<file path="config.mk">
export PLATFORM = sky130hd
export DESIGN_NAME = mmram_match_join
export DESIGN_NICKNAME = d
export VERILOG_FILES = /design/src/rtl/mmram_match_join.sv
export SDC_FILE = /design/constraint.sdc
export NUM_CORES = 2
export LEC_CHECK = 0
export ABC_AREA = 0
export ABC_CLOCK_PERIOD_IN_PS = 9700
export CAP_MARGIN = 20
export CORE_UTILIZATION = 55
export DETAILED_ROUTE_END_ITERATION = 10
export HOLD_SLACK_MARGIN = 0.03
export PLACE_DENSITY = 0.71
export SYNTH_ARGS = -nofsm -noshare
export SYNTH_HDL_FRONTEND = slang
export SYNTH_SLANG_ARGS = --single-unit
</file>
<file path="constraint.sdc">
create_clock -name CP -period 9.7 [get_ports CP]
set_input_delay 1.455 -clock CP [delete_from_list [all_inputs] [get_ports CP]]
set_output_delay 1.455 -clock CP [all_outputs]
set_load 0.03 [all_outputs]
</file>
<file path="src/rtl/mmram_match_join.sv">
// Matching-memory data stage: stores waiting operands, joins them on a fire, passes others through.
// Optional even parity on stored words is enabled by defining MMRAM_PARITY_EN.
module mmram_match_join #(
  parameter int DATA_W = 32,
  parameter int TAG_W  = 16,
  parameter int DEPTH  = 64,
  parameter int ADDR_W = 6,
  parameter int OFD    = 4
) (
  input  logic              CP,
  input  logic              MR,
  input  logic              IN_VALID,
  output logic              IN_READY,
  input  logic [TAG_W-1:0]  IN_TAG,
  input  logic [DATA_W-1:0] IN_DATA,
  input  logic              IN_LR,
  input  logic              MATCH,
  input  logic              WR_E,
  input  logic [ADDR_W-1:0] ADDR,
  output logic              OUT_VALID,
  input  logic              OUT_READY,
  output logic [TAG_W-1:0]  OUT_TAG,
  output logic [DATA_W-1:0] OUT_L,
  output logic [DATA_W-1:0] OUT_R,
  output logic              OUT_PAIR,
  output logic [ADDR_W:0]   OCC,
  output logic              ERR_OVF,
  output logic              ERR_LR,
  output logic              PERR
);
  localparam int PW = (OFD > 1) ? $clog2(OFD) : 1;
  localparam int CW = $clog2(OFD + 1);
  localparam int EW = TAG_W + 2 * DATA_W + 1;
`ifdef MMRAM_PARITY_EN
  localparam int WW = DATA_W + 2;
`else
  localparam int WW = DATA_W + 1;
`endif

  typedef enum logic [1:0] {OP_PASS, OP_STORE, OP_FIRE} op_e;

  logic              s1_v_q, s1_v_d, s1_lr_q, s1_lr_d;
  logic [TAG_W-1:0]  s1_tag_q, s1_tag_d;
  logic [DATA_W-1:0] s1_data_q, s1_data_d;
  logic              s2_v_q, s2_v_d, s2_lr_q, s2_lr_d, s2_fire_q, s2_fire_d;
  logic [TAG_W-1:0]  s2_tag_q, s2_tag_d;
  logic [DATA_W-1:0] s2_data_q, s2_data_d;
  logic [ADDR_W:0]   occ_q, occ_d;
  logic              err_ovf_q, err_ovf_d, err_lr_q, err_lr_d, perr_q, perr_d;
  logic [PW-1:0]     wr_ptr_q, wr_ptr_d, rd_ptr_q, rd_ptr_d;
  logic [CW-1:0]     cnt_q, cnt_d;
  logic [WW-1:0]     rd_word_q;
  logic [WW-1:0]     ram_q [DEPTH];
  logic [EW-1:0]     fifo_q [OFD];

  op_e               op;
  logic              in_acc, ram_we, ram_re, push, pop, st_lr, out_pair;
  logic [WW-1:0]     wr_word;
  logic [DATA_W-1:0] st_data, out_l, out_r;
  logic [EW-1:0]     push_ent, head;
  logic [CW:0]       inflight;

  // S1/S2 never stall, so admission counts every packet that will land in the FIFO
  assign inflight = {1'b0, cnt_q} + (CW+1)'(s1_v_q) + (CW+1)'(s2_v_q);
  assign IN_READY = inflight < (CW+1)'(OFD);
  assign in_acc   = IN_VALID & IN_READY;

`ifdef MMRAM_PARITY_EN
  assign wr_word = {^{s1_data_q, s1_lr_q}, s1_data_q, s1_lr_q};
`else
  assign wr_word = {s1_data_q, s1_lr_q};
`endif

  assign st_data = rd_word_q[DATA_W:1];
  assign st_lr   = rd_word_q[0];

  always_comb begin
    op = OP_PASS;
    if (MATCH) op = WR_E ? OP_STORE : OP_FIRE;

    s1_v_d    = in_acc;
    s1_tag_d  = in_acc ? IN_TAG  : s1_tag_q;
    s1_data_d = in_acc ? IN_DATA : s1_data_q;
    s1_lr_d   = in_acc ? IN_LR   : s1_lr_q;

    s2_v_d    = s1_v_q && (op != OP_STORE);
    s2_fire_d = s1_v_q && (op == OP_FIRE);
    s2_tag_d  = s1_v_q ? s1_tag_q  : s2_tag_q;
    s2_data_d = s1_v_q ? s1_data_q : s2_data_q;
    s2_lr_d   = s1_v_q ? s1_lr_q   : s2_lr_q;

    occ_d     = occ_q;
    err_ovf_d = err_ovf_q;
    ram_we    = 1'b0;
    ram_re    = s1_v_q && (op == OP_FIRE);
    if (s1_v_q && op == OP_STORE) begin
      if (occ_q == (ADDR_W+1)'(DEPTH)) err_ovf_d = 1'b1;
      else begin
        ram_we = 1'b1;
        occ_d  = occ_q + (ADDR_W+1)'(1);
      end
    end else if (ram_re && occ_q != '0) begin
      occ_d = occ_q - (ADDR_W+1)'(1);
    end

    // Same-side pair falls to the else branch: incoming is L, stored is R
    out_l    = s2_data_q;
    out_r    = '0;
    out_pair = 1'b0;
    if (s2_fire_q) begin
      out_pair = 1'b1;
      if (s2_lr_q && !st_lr) begin
        out_l = st_data;
        out_r = s2_data_q;
      end else begin
        out_r = st_data;
      end
    end
    push     = s2_v_q;
    push_ent = {s2_tag_q, out_l, out_r, out_pair};

    err_lr_d = err_lr_q | (s2_v_q & s2_fire_q & (s2_lr_q == st_lr));
    perr_d   = perr_q;
`ifdef MMRAM_PARITY_EN
    if (s2_v_q && s2_fire_q && (^rd_word_q)) perr_d = 1'b1;
`endif

    pop      = (cnt_q != '0) && OUT_READY;
    cnt_d    = cnt_q + CW'(push) - CW'(pop);
    wr_ptr_d = wr_ptr_q;
    rd_ptr_d = rd_ptr_q;
    if (push) wr_ptr_d = (wr_ptr_q == PW'(OFD - 1)) ? '0 : wr_ptr_q + PW'(1);
    if (pop)  rd_ptr_d = (rd_ptr_q == PW'(OFD - 1)) ? '0 : rd_ptr_q + PW'(1);
  end

  always_ff @(posedge CP) begin
    if (MR) begin
      s1_v_q <= 1'b0; s1_tag_q <= '0; s1_data_q <= '0; s1_lr_q <= 1'b0;
      s2_v_q <= 1'b0; s2_tag_q <= '0; s2_data_q <= '0; s2_lr_q <= 1'b0;
      s2_fire_q <= 1'b0;
      occ_q <= '0; err_ovf_q <= 1'b0; err_lr_q <= 1'b0; perr_q <= 1'b0;
      wr_ptr_q <= '0; rd_ptr_q <= '0; cnt_q <= '0;
    end else begin
      s1_v_q <= s1_v_d; s1_tag_q <= s1_tag_d; s1_data_q <= s1_data_d; s1_lr_q <= s1_lr_d;
      s2_v_q <= s2_v_d; s2_tag_q <= s2_tag_d; s2_data_q <= s2_data_d; s2_lr_q <= s2_lr_d;
      s2_fire_q <= s2_fire_d;
      occ_q <= occ_d; err_ovf_q <= err_ovf_d; err_lr_q <= err_lr_d; perr_q <= perr_d;
      wr_ptr_q <= wr_ptr_d; rd_ptr_q <= rd_ptr_d; cnt_q <= cnt_d;
    end
  end

  // Storage arrays are not reset; RAM contents survive MR
  always_ff @(posedge CP) begin
    if (ram_we) ram_q[ADDR] <= wr_word;
    if (ram_re) rd_word_q <= ram_q[ADDR];
    if (push && !MR) fifo_q[wr_ptr_q] <= push_ent;
  end

  assign OUT_VALID = (cnt_q != '0);
  assign head      = OUT_VALID ? fifo_q[rd_ptr_q] : '0;
  assign OUT_TAG   = head[EW-1 -: TAG_W];
  assign OUT_L     = head[2*DATA_W:DATA_W+1];
  assign OUT_R     = head[DATA_W:1];
  assign OUT_PAIR  = head[0];
  assign OCC       = occ_q;
  assign ERR_OVF   = err_ovf_q;
  assign ERR_LR    = err_lr_q;
  assign PERR      = perr_q;
endmodule

</file>
### Port wiring

Drawn at 1 px/um.
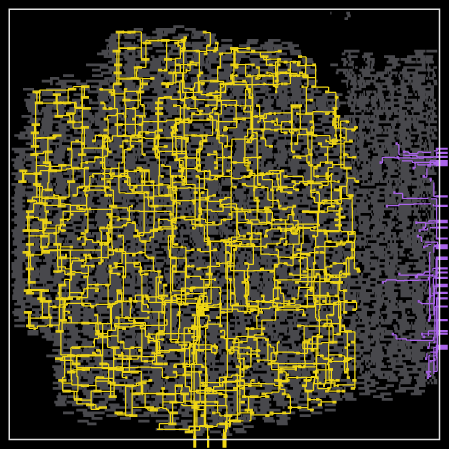
- ADDR: yellow (bits 6; direction input; edge south; end cells 1141; buffers 33; wire 21.9 mm)
- OUT_L: purple (bits 32; direction output; edge east; end cells 32; buffers 32; wire 1240 um)

### Local utilization

21 x 21 tiles, from dark blue (low) to red (high), 0 to 100% covered.
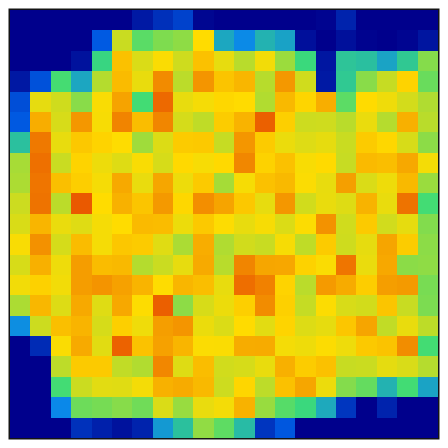
- tiles over 75% full: 34%
- mean over tiles: 60%
- nearly empty tiles: 11%

==> results.json <==
{
  "status": "complete, but fails checks",
  "violations": "DRC",
  "cts_setup_buffers": 0,
  "clock_buffers": 363,
  "post_drt_wl_per_cell_um": 35.5,
  "cts_tree": "yes",
  "drt-vias-per-instance": 6.86,
  "yosysMostFrequentCell": "edfxtp_1",
  "finalClockSkew_ns": 0.0726,
  "final_area_um2": 113000,
  "required_ns": 8.25,
  "crit_type": "reg -> out",
  "finalCritPeriodShare_pct": 57.7,
  "openroad.warnings": 34,
  "placed_area_um2": 105000,
  "drc": 1,
  "synthArstFlopShare_pct": 0,
  "hold_class": "reg -> reg",
  "comb_area_um2": 22300,
  "place_inst": 7844,
  "finalHoldViolCount": 0,
  "seq_cells": 2588,
  "cts.sinks": 2588,
  "stdcell_count": 8326,
  "clk_latency_ns": 0.94,
  "cts_buffers": 275,
  "fp_util_pct": 55.4,
  "comb_area_share_pct": 19.7,
  "antenna_found_initial": 27,
  "post-place-ws_ns": 3.71,
  "std_cell_rows": 156,
  "syn_area_um2": 100000,
  "nFillCells": 12400,
  "drv_slew": 0,
  "timing.final.ws_setup_ns": 4.10,
  "layout-drive-gt1-share_pct": 18.1,
  "top_area_cell": "edfxtp_1",
  "reg2reg_depth": 7,
  "powerDensity_nw_per_um2": 222,
  "portBuffers": 152,
  "ys_cells": 5492,
  "synth_area_per_cell_um2": 18.2,
  "area_growth_pct": 13.3,
  "grt_pass1_wl_um": 412000,
  "netlist_instances": 5492,
  "first_global_vias": 54700,
  "grt_util_all_layers_pct": 31.8
}
### The metal 4 layer

Drawn at 1 px/um. Supply wires on this layer in grey.
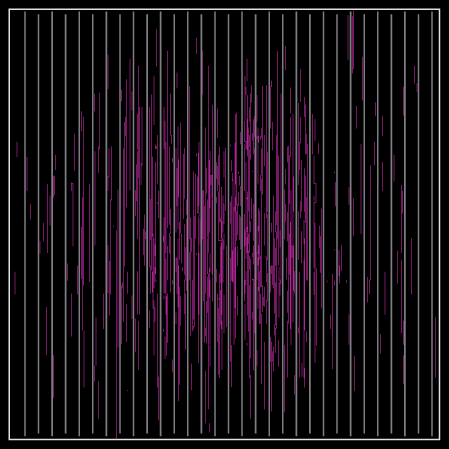
- longest straight run: 208 um
- wire length on this layer: 20.9 mm
- share of all routed wire: 7.1%
- nets with wire on the layer: 280
- main direction: vertical

### Routed clock nets over the placement

Drawn at 1 px/um.
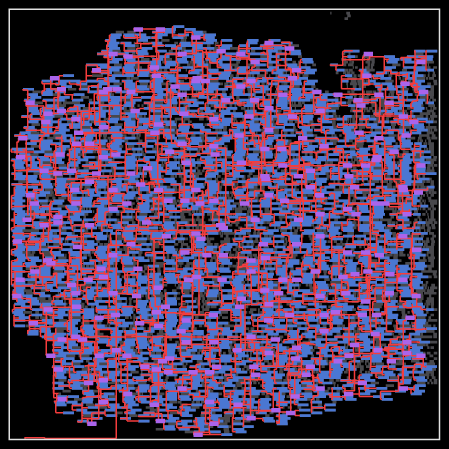
- clock drivers: purple (count 275)
- clock wires: red (length 27.9 mm)
- flip-flops: blue (count 2588)
- flops lie: widely spread
- routed clock nets: 276

==> metal layers <==
layer	global-route usage, %	routed length [um]	part of all wire [%]
met1	42.7	104000	35
met2	46.5	130000	44
met3	8.92	40600	14
met4	19.3	20900	7.1
met5	0	221	0.075
==> through the flow <==
stage	total power, mW	util, %
2_1_floorplan	14.3	-
3_3_place_gp	15.4	58.1
3_5_place_dp	15.5	58.1
4_1_cts	25.3	62.7
5_1_grt	25.8	62.8
6_report	25.3	62.8
==> where the power goes <==
part,leakage [nW],switching (mW),internal (mW),total (mW)
sequential,23.5,0.113,12.5,12.6
combinational,9.07,1.81,0.872,2.68
clock,4.08,4.15,5.81,9.96
total,36.6,6.07,19.2,25.3
==> final timing paths <==
path                                  start            to
worst min register to register  s1_tag_q[6]   s1_tag_q[6]
worst max-delay path               register     OUT_R[24]
worst min-delay path            s1_tag_q[6]   s1_tag_q[6]
worst max register to register       s1_v_q  ram_q[43][8]
==> cells by family after synthesis <==
| logic type | Yosys count | synth area share, % |
|---|---|---|
| muxes | 830 | 11.4 |
| buffers and inverters | 372 | 1.91 |
| other | 1 | 0.00374 |
| DFF | 2588 | 76.4 |
| AOI/OAI and AO/OA | 992 | 6.87 |
| xor gates and xnor gates | 8 | 0.0699 |
| adders and majority gates | 16 | 0.215 |
| and+or+nand+nor | 685 | 3.13 |
==> state kept, by name, indices dropped and copies added, names as in the netlist, 2 cells and up, named ones only <==
name / count
rd_ptr_q: 2
rd_word_q: 33
s1_tag_q: 16
wr_ptr_q: 2
fifo_q: 324
cnt_q: 3
ram_q: 2112
OCC: 7
s1_data_q: 32
s2_data_q: 32
s2_tag_q: 16
==> worst max-delay path, cell delays in order (launching register included) <==
cell and delay (ns):
dfxtp_4 0.88, buf_4 0.77, mux4_2 0.65, and2_1 0.18, clkdlybuf4s50_1 0.64
Power is estimated from default activity; no workload was simulated.
